## src/rtl/board_link.sv

```systemverilog
// board_link: two-wire strobe/data serial link for exchanging board-state
// words between two FPGAs. TX and RX run independently; RX aborts a frame
// that stalls for TIMEOUT cycles.
// Optional feature macro: LINK_PARITY_EN (even parity bit appended after LSB).
module board_link #(
    parameter int unsigned DATA_W  = 256,
    parameter int unsigned CLK_DIV = 4,
    parameter int unsigned TIMEOUT = 1024
) (
    input  logic              clk,
    input  logic              rst,
    input  logic [DATA_W-1:0] tx_data,
    input  logic              start,
    output logic              tx_busy,
    output logic              tx_done,
    input  logic              rdy_in,
    output logic              sclk_out,
    output logic              sdata_out,
    output logic              rdy_out,
    input  logic              sclk_in,
    input  logic              sdata_in,
    output logic [DATA_W-1:0] rx_data,
    output logic              rx_valid,
    output logic              rx_error
);

`ifdef LINK_PARITY_EN
    localparam int unsigned NBITS = DATA_W + 1;
`else
    localparam int unsigned NBITS = DATA_W;
`endif
    localparam int unsigned DIV_W = $clog2(CLK_DIV);
    localparam int unsigned BIT_W = $clog2(NBITS + 1);
    localparam int unsigned TMO_W = $clog2(TIMEOUT + 1);

    typedef enum logic [2:0] {TX_IDLE, TX_WAIT, TX_LOW, TX_HIGH, TX_DONE} tx_state_t;
    typedef enum logic {RX_IDLE, RX_SHIFT} rx_state_t;

    // ---------------------------------------------------------------
    // Input synchronisers
    // ---------------------------------------------------------------
    logic [1:0] rdy_sync;
    logic [1:0] sclk_sync;
    logic [1:0] sdata_sync;
    logic       sclk_last;
    logic       sclk_rise;

    // Two-flop synchronisers for the asynchronous peer lines, plus strobe history
    always_ff @(posedge clk or negedge rst) begin
        if (!rst) begin
            rdy_sync   <= '0;
            sclk_sync  <= '0;
            sdata_sync <= '0;
            sclk_last  <= 1'b0;
        end else begin
            rdy_sync   <= {rdy_sync[0], rdy_in};
            sclk_sync  <= {sclk_sync[0], sclk_in};
            sdata_sync <= {sdata_sync[0], sdata_in};
            sclk_last  <= sclk_sync[1];
        end
    end

    assign sclk_rise = sclk_sync[1] & ~sclk_last;

    // ---------------------------------------------------------------
    // Transmitter
    // ---------------------------------------------------------------
    tx_state_t         tx_state;
    tx_state_t         tx_next;
    logic [NBITS-1:0]  tx_shift;
    logic [NBITS-1:0]  tx_load;
    logic [DIV_W-1:0]  tx_div;
    logic [BIT_W-1:0]  tx_bits;
    logic              phase_end;
    logic              last_bit;

    assign phase_end = (tx_div == DIV_W'(CLK_DIV - 1));
    assign last_bit  = (tx_bits == BIT_W'(NBITS - 1));

    // Frame image loaded on start: data word, optionally followed by parity
    always_comb begin
        tx_load = '0;
`ifdef LINK_PARITY_EN
        tx_load = {tx_data, ^tx_data};
`else
        tx_load = tx_data;
`endif
    end

    // TX state register
    always_ff @(posedge clk or negedge rst) begin
        if (!rst) tx_state <= TX_IDLE;
        else      tx_state <= tx_next;
    end

    // TX next-state logic
    always_comb begin
        tx_next = tx_state;
        case (tx_state)
            TX_IDLE: if (start)       tx_next = TX_WAIT;
            TX_WAIT: if (rdy_sync[1]) tx_next = TX_LOW;
            TX_LOW:  if (phase_end)   tx_next = TX_HIGH;
            TX_HIGH: if (phase_end)   tx_next = last_bit ? TX_DONE : TX_LOW;
            TX_DONE:                  tx_next = TX_IDLE;
            default:                  tx_next = TX_IDLE;
        endcase
    end

    // TX datapath: shift register, half-period divider and bit counter
    always_ff @(posedge clk or negedge rst) begin
        if (!rst) begin
            tx_shift <= '0;
            tx_div   <= '0;
            tx_bits  <= '0;
        end else begin
            case (tx_state)
                TX_IDLE: begin
                    if (start) tx_shift <= tx_load;
                    tx_div  <= '0;
                    tx_bits <= '0;
                end
                TX_LOW: begin
                    tx_div <= phase_end ? '0 : tx_div + 1'b1;
                end
                TX_HIGH: begin
                    tx_div <= phase_end ? '0 : tx_div + 1'b1;
                    if (phase_end) begin
                        tx_shift <= {tx_shift[NBITS-2:0], 1'b0};
                        tx_bits  <= tx_bits + 1'b1;
                    end
                end
                default: begin
                    tx_div  <= '0;
                    tx_bits <= '0;
                end
            endcase
        end
    end

    // TX outputs decoded from state
    always_comb begin
        tx_busy   = (tx_state == TX_WAIT) || (tx_state == TX_LOW) || (tx_state == TX_HIGH);
        tx_done   = (tx_state == TX_DONE);
        sclk_out  = (tx_state == TX_HIGH);
        sdata_out = ((tx_state == TX_LOW) || (tx_state == TX_HIGH)) ? tx_shift[NBITS-1] : 1'b0;
    end

    // ---------------------------------------------------------------
    // Receiver
    // ---------------------------------------------------------------
    rx_state_t         rx_state;
    rx_state_t         rx_next;
    logic [NBITS-2:0]  rx_shift;
    logic [NBITS-1:0]  rx_word;
    logic [BIT_W-1:0]  rx_bits;
    logic [TMO_W-1:0]  rx_timer;
    logic              frame_end;
    logic              timed_out;
    logic              parity_ok;

    assign rx_word   = {rx_shift, sdata_sync[1]};
    assign frame_end = (rx_state == RX_SHIFT) && sclk_rise && (rx_bits == BIT_W'(NBITS - 1));
    assign timed_out = (rx_state == RX_SHIFT) && !sclk_rise && (rx_timer == TMO_W'(TIMEOUT - 1));

    // Parity verdict for the word completing this cycle
    always_comb begin
        parity_ok = 1'b1;
`ifdef LINK_PARITY_EN
        parity_ok = ~(^rx_word);
`endif
    end

    // RX state register
    always_ff @(posedge clk or negedge rst) begin
        if (!rst) rx_state <= RX_IDLE;
        else      rx_state <= rx_next;
    end

    // RX next-state logic
    always_comb begin
        rx_next = rx_state;
        case (rx_state)
            RX_IDLE:  if (sclk_rise)              rx_next = RX_SHIFT;
            RX_SHIFT: if (frame_end || timed_out) rx_next = RX_IDLE;
            default:                              rx_next = RX_IDLE;
        endcase
    end

    // RX datapath: capture bits, watchdog timer, result word and status pulses
    always_ff @(posedge clk or negedge rst) begin
        if (!rst) begin
            rx_shift <= '0;
            rx_bits  <= '0;
            rx_timer <= '0;
            rx_data  <= '0;
            rx_valid <= 1'b0;
            rx_error <= 1'b0;
        end else begin
            rx_valid <= 1'b0;
            rx_error <= 1'b0;
            case (rx_state)
                RX_IDLE: begin
                    rx_timer <= '0;
                    if (sclk_rise) begin
                        rx_shift <= rx_word[NBITS-2:0];
                        rx_bits  <= BIT_W'(1);
                    end
                end
                RX_SHIFT: begin
                    if (sclk_rise) begin
                        rx_shift <= rx_word[NBITS-2:0];
                        rx_bits  <= rx_bits + 1'b1;
                        rx_timer <= '0;
                        if (frame_end) begin
                            if (parity_ok) begin
                                rx_data  <= rx_word[NBITS-1 -: DATA_W];
                                rx_valid <= 1'b1;
                            end else begin
                                rx_error <= 1'b1;
                            end
                        end
                    end else begin
                        rx_timer <= rx_timer + 1'b1;
                        if (timed_out) rx_error <= 1'b1;
                    end
                end
                default: rx_timer <= '0;
            endcase
        end
    end

    // RX ready decoded from state
    always_comb begin
        rdy_out = (rx_state == RX_IDLE);
    end

endmodule

```

## config.mk

```make
export PLATFORM = sky130hd
export DESIGN_NAME = board_link
export DESIGN_NICKNAME = d
export VERILOG_FILES = /design/src/rtl/board_link.sv
export SDC_FILE = /design/constraint.sdc
export NUM_CORES = 1
export LEC_CHECK = 0
export ABC_CLOCK_PERIOD_IN_PS = 1900
export CAP_MARGIN = 20
export CORE_UTILIZATION = 42
export CTS_CLUSTER_SIZE = 40
export DETAILED_ROUTE_END_ITERATION = 6
export PLACE_DENSITY_LB_ADDON = 0.15
export SLEW_MARGIN = 20
export SYNTH_ARGS = -nofsm -noshare
export SYNTH_HDL_FRONTEND = slang
export SYNTH_SLANG_ARGS = --single-unit
export TNS_END_PERCENT = 50
```

## constraint.sdc

```tcl
create_clock -name clk -period 1.9 [get_ports clk]
set_input_delay 0.38 -clock clk [delete_from_list [all_inputs] [get_ports clk]]
set_output_delay 0.38 -clock clk [all_outputs]
set_load 0.05 [all_outputs]
```

**Run 1: signal wires by layer**

Bar = 100 µm.
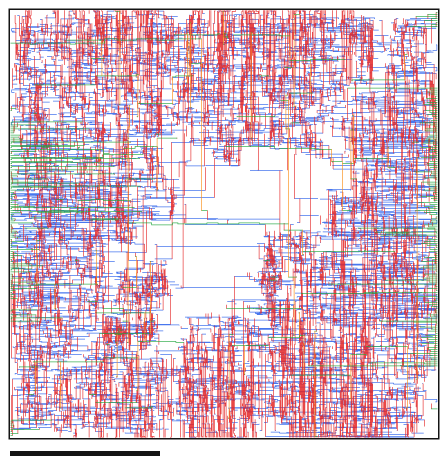
- orange: metal 4 (wire length 1770 µm)
- blue: metal 1 (wire length 38.3 mm)
- green: metal 3 (wire length 4680 µm)
- red: metal 2 (wire length 41.7 mm)

**Run 1: cells colored by class**

Bar = 100 µm. Fill, decap, tap and diode cells in gray.
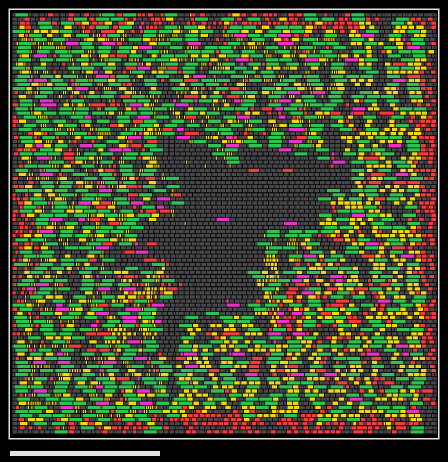
- magenta: clock drivers and dummy loads (cells 156)
- red: other buffers and delay cells (cells 696)
- yellow: combinational and other logic (cells 1682)
- green: flops (cells 811)

**Run 1: placement view**

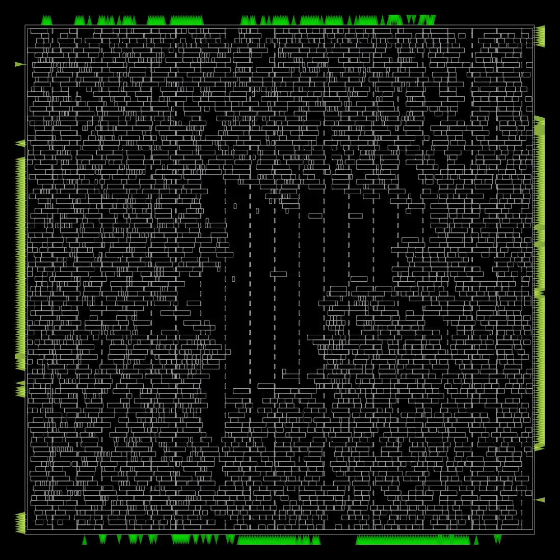
number of rows in the core area: 103
count of non-filler cells in the finished layout: 4397
Fillers: 6427

==> notes.md, run 1 <==
Summary of the current implementation state.

- The flow ran to the end, but the final reports show violations.
- The final reports fail on negative setup slack.
- Power attributed to combinational cells is 15.4 mW.
- sky130_fd_sc_hd__dfrtp_1 takes more of the synthesized area than any other cell.
- The cell class with the largest area share is flip-flops and latches, for reference.
- The CTS buffer count is approximately 87, for reference.
- The final max-slew violation count recorded for this run is 0.
- The CTS tree is yes, for reference.
- Of the cells placed in the final design, the portion with a size suffix greater than 1 is roughly two fifths.
- After layout, the worst setup slack is -0.2480 ns.
- Per the final timing report, the hold violations number 0.
- The part of the Yosys area used for sequential elements is 60.41%, for reference.
- Along the worst path, the maximum fanout reaches 14.
- The die covers around 80000 µm².
- The area fraction of the largest cell type after synthesis is 60.41%.
- The endpoint of the worst hold path is sdata_sync[0]$_DFF_PN0_, for reference.
- In this run the cell area measured after placement is 40410 µm².
- The highest-utilization routing layer at the global route stage is met2, for reference.
- The tree is rooted in a sky130_fd_sc_hd__clkbuf_16.
- The first-pass iteration count of the detailed router is 5, for reference.
- The most critical setup path has its startpoint at rx_bits[0]$_DFFE_PN0P_.
- The clock network is responsible for between 30% and 40% of the overall power.
- The flow reports an fmax of about 470 MHz.
- The number of cells on the worst hold path is listed as 1.
- The number of antenna violations at the first check in global routing is 2, for reference.
- The total clock sinks is approximately 800, for reference.
- The most numerous cell in the Yosys netlist is sky130_fd_sc_hd__dfrtp_1, for reference.
- The largest registers in the layout are rx_data x256, tx_shift x256, rx_shift x255.
- For this design the top-level I/O count stands at ~530.
- The number of hold buffers added after cts is 1, for reference.
- Overall routing resource usage recorded by global route was around a fifth.
- For this sky-water flow run, the detailed-routed wirelength per cell is reported as between 15 and 20 µm.
- By startpoint and endpoint, the worst setup path is classified as reg -> reg.
- Of the total synthesized cell area, the portion taken by AND-OR and OR-AND cells is 0.7485%.
- The standard cell core area is ~79000 µm², for reference.
- Entering global routing, the biggest net connects 96 pins.
- The detailed-route via count is ~22000, for reference.
- 2 antenna diodes ended up in the layout.
- After synthesis, the largest family of logic cells by area is multiplexers.
- Per the post-synthesis report, the nets total roughly 2900.
- The area share of xor/xnor cells in the synthesized design is less than 1%, for reference.
- The final tally of setup violations is between 500 and 600, for reference.
## Run 2: what changed since run 1
CAP_MARGIN = unset   (was 20)
SLEW_MARGIN = unset   (was 20)
**Run 2: placement view**

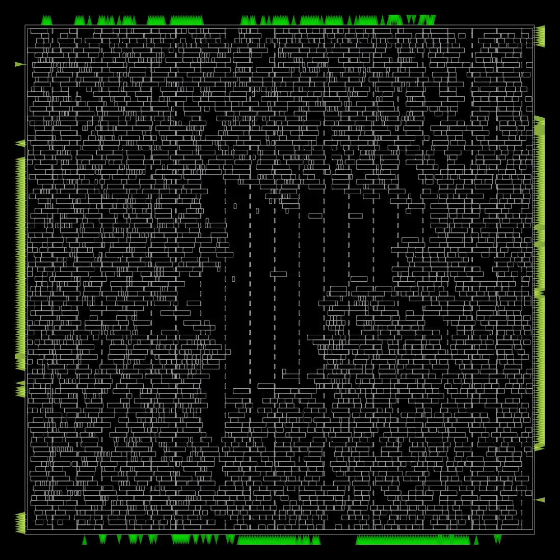
core footprint: 79130 µm²
register share of the cell area: 44.94%
number of well taps: 1050
utilization after layout: 57.07%
FFs & Latches: 811

==> notes.md, run 2 <==
Summary of the current implementation state.

- The number of top-level pins is 525 (unchanged), for reference.
- The top cell type by total area after synthesis is sky130_fd_sc_hd__dfrtp_1, for reference.
- The part of the Yosys area used for sequential elements is 60.41% (unchanged), for reference.
- The post-synthesis average cell area is around 13 µm², for reference.
- The smallest setup slack after layout is -0.2480 ns (unchanged), for reference.
- Post-route period utilization is reported as 113.1%.
- The highest-utilization routing layer at the global route stage is met2, for reference.
- The CTS tree is yes, for reference.
- The total area of sequential cells is approximately 20000 µm², for reference.
- The number of hold buffers added after cts is 1 (unchanged).
- The critical path contains buffers and inverters numbering 2 combined.
- The peak clock frequency supported by timing is 465.6 MHz (unchanged), for reference.
- The CTS buffer count is 87 (unchanged), for reference.
- The total clock sinks is 811 (unchanged).
- The final tally of setup violations came to 515 (unchanged).
- The script computed a power per unit cell area of between 1000 and 1500 nW/µm².
- Sorting the synthesized cells by how often they occur yields sky130_fd_sc_hd__dfrtp_1, sky130_fd_sc_hd__nand2_1, sky130_fd_sc_hd__mux2_2, sky130_fd_sc_hd__clkbuf_1, sky130_fd_sc_hd__buf_2.
- Of the combinational cells, the family taking the most area is multiplexers.
- The aoi/oai-family share of the synthesized area is 0.7485% (unchanged), for reference.
- The startpoint identified for the worst hold timing path is sdata_in.
- The die area was 81130 µm² (unchanged).
- The worst hold path terminates at sdata_sync[0]$_DFF_PN0_.
- In this run the static leakage power is 21.87 nW.
- The largest registers in the layout are rx_data x256, tx_shift x256, rx_shift x255.
- The area share of xor/xnor cells in the synthesized design is 0.1303% (unchanged), for reference.
- The wire-length estimate of the detail-placed layout is between 50 and 60 mm.
- The critical path starts at rx_bits[0]$_DFFE_PN0P_.
- The final cell count without fillers was 4397 (unchanged).
- At the end of the flow, the number of nets in the layout was between 3000 and 4000.
- The master cell of the clock root buffer is sky130_fd_sc_hd__clkbuf_16, for reference.
- The final reports fail on negative setup slack.
- The report lists the cells along the critical path as ha_2 > nand3_4 > nor3_4 > ha_2 > and3_4 > clkbuf_16 > buf_16 > mux2_2.
- The type of the worst setup path is reg -> reg, for reference.
- The share of Yosys cell area claimed by the top area cell type came to 60.41% (unchanged).
- The power of the combinational group is 15.4 mW (about the same).
- The data required time at the worst endpoint is around 2.4 ns, for reference.
- The number of antenna violations at the first check in global routing is 2 (unchanged), for reference.
- The number of antenna diodes came to 2 (unchanged).
- The fill cell instance count of the final layout is 6427 (unchanged), for reference.
- The overall track demand over capacity in global routing came to 20.58% (unchanged).
- The run finished, with violations left.
- The dominant cell type by count on the critical path is sky130_fd_sc_hd__ha_2, for reference.
- The count of cells resized by post-cts repair is about 330, for reference.
- The total number of placement rows is 103 (unchanged), for reference.
- The synthesized net count was 2912 (unchanged).
- The count of distinct cell types in the synthesized netlist is 39, for reference.
- The count of cells along the worst hold path came to 1 (unchanged).
- The post-place instance area was 40410 µm² (unchanged).
- The relative contribution of the clock network to total power came to 31.2% (about the same).
- Clock latency on the worst-skew pair, taken at its later pin, is 0.64 ns.
- The number of slew-limit violations in the final report was 0 (unchanged).
- The fraction of layout instances using a drive strength above 1 is 39.40% (unchanged), for reference.
- The via count of the first global-routing pass was approximately 23000.
- The largest net degree at the start of global routing was 96 (unchanged).
- The post-synthesis cell area is around 34000 µm², for reference.
- The first-pass iteration count of the detailed router is 5 (unchanged), for reference.
**Run 2: the metal 4 layer**

Bar = 100 µm.
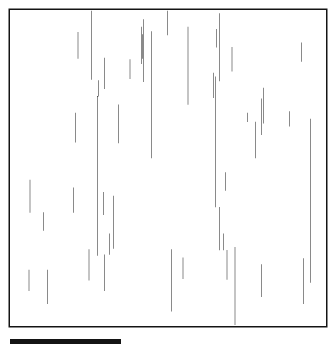
- main direction: vertical
- wire length on this layer: 1770 µm
- nets with wire on the layer: 22
- share of all routed wire: 2.0%
- longest straight run: 148 µm

Power and IR drop assume default switching activity.
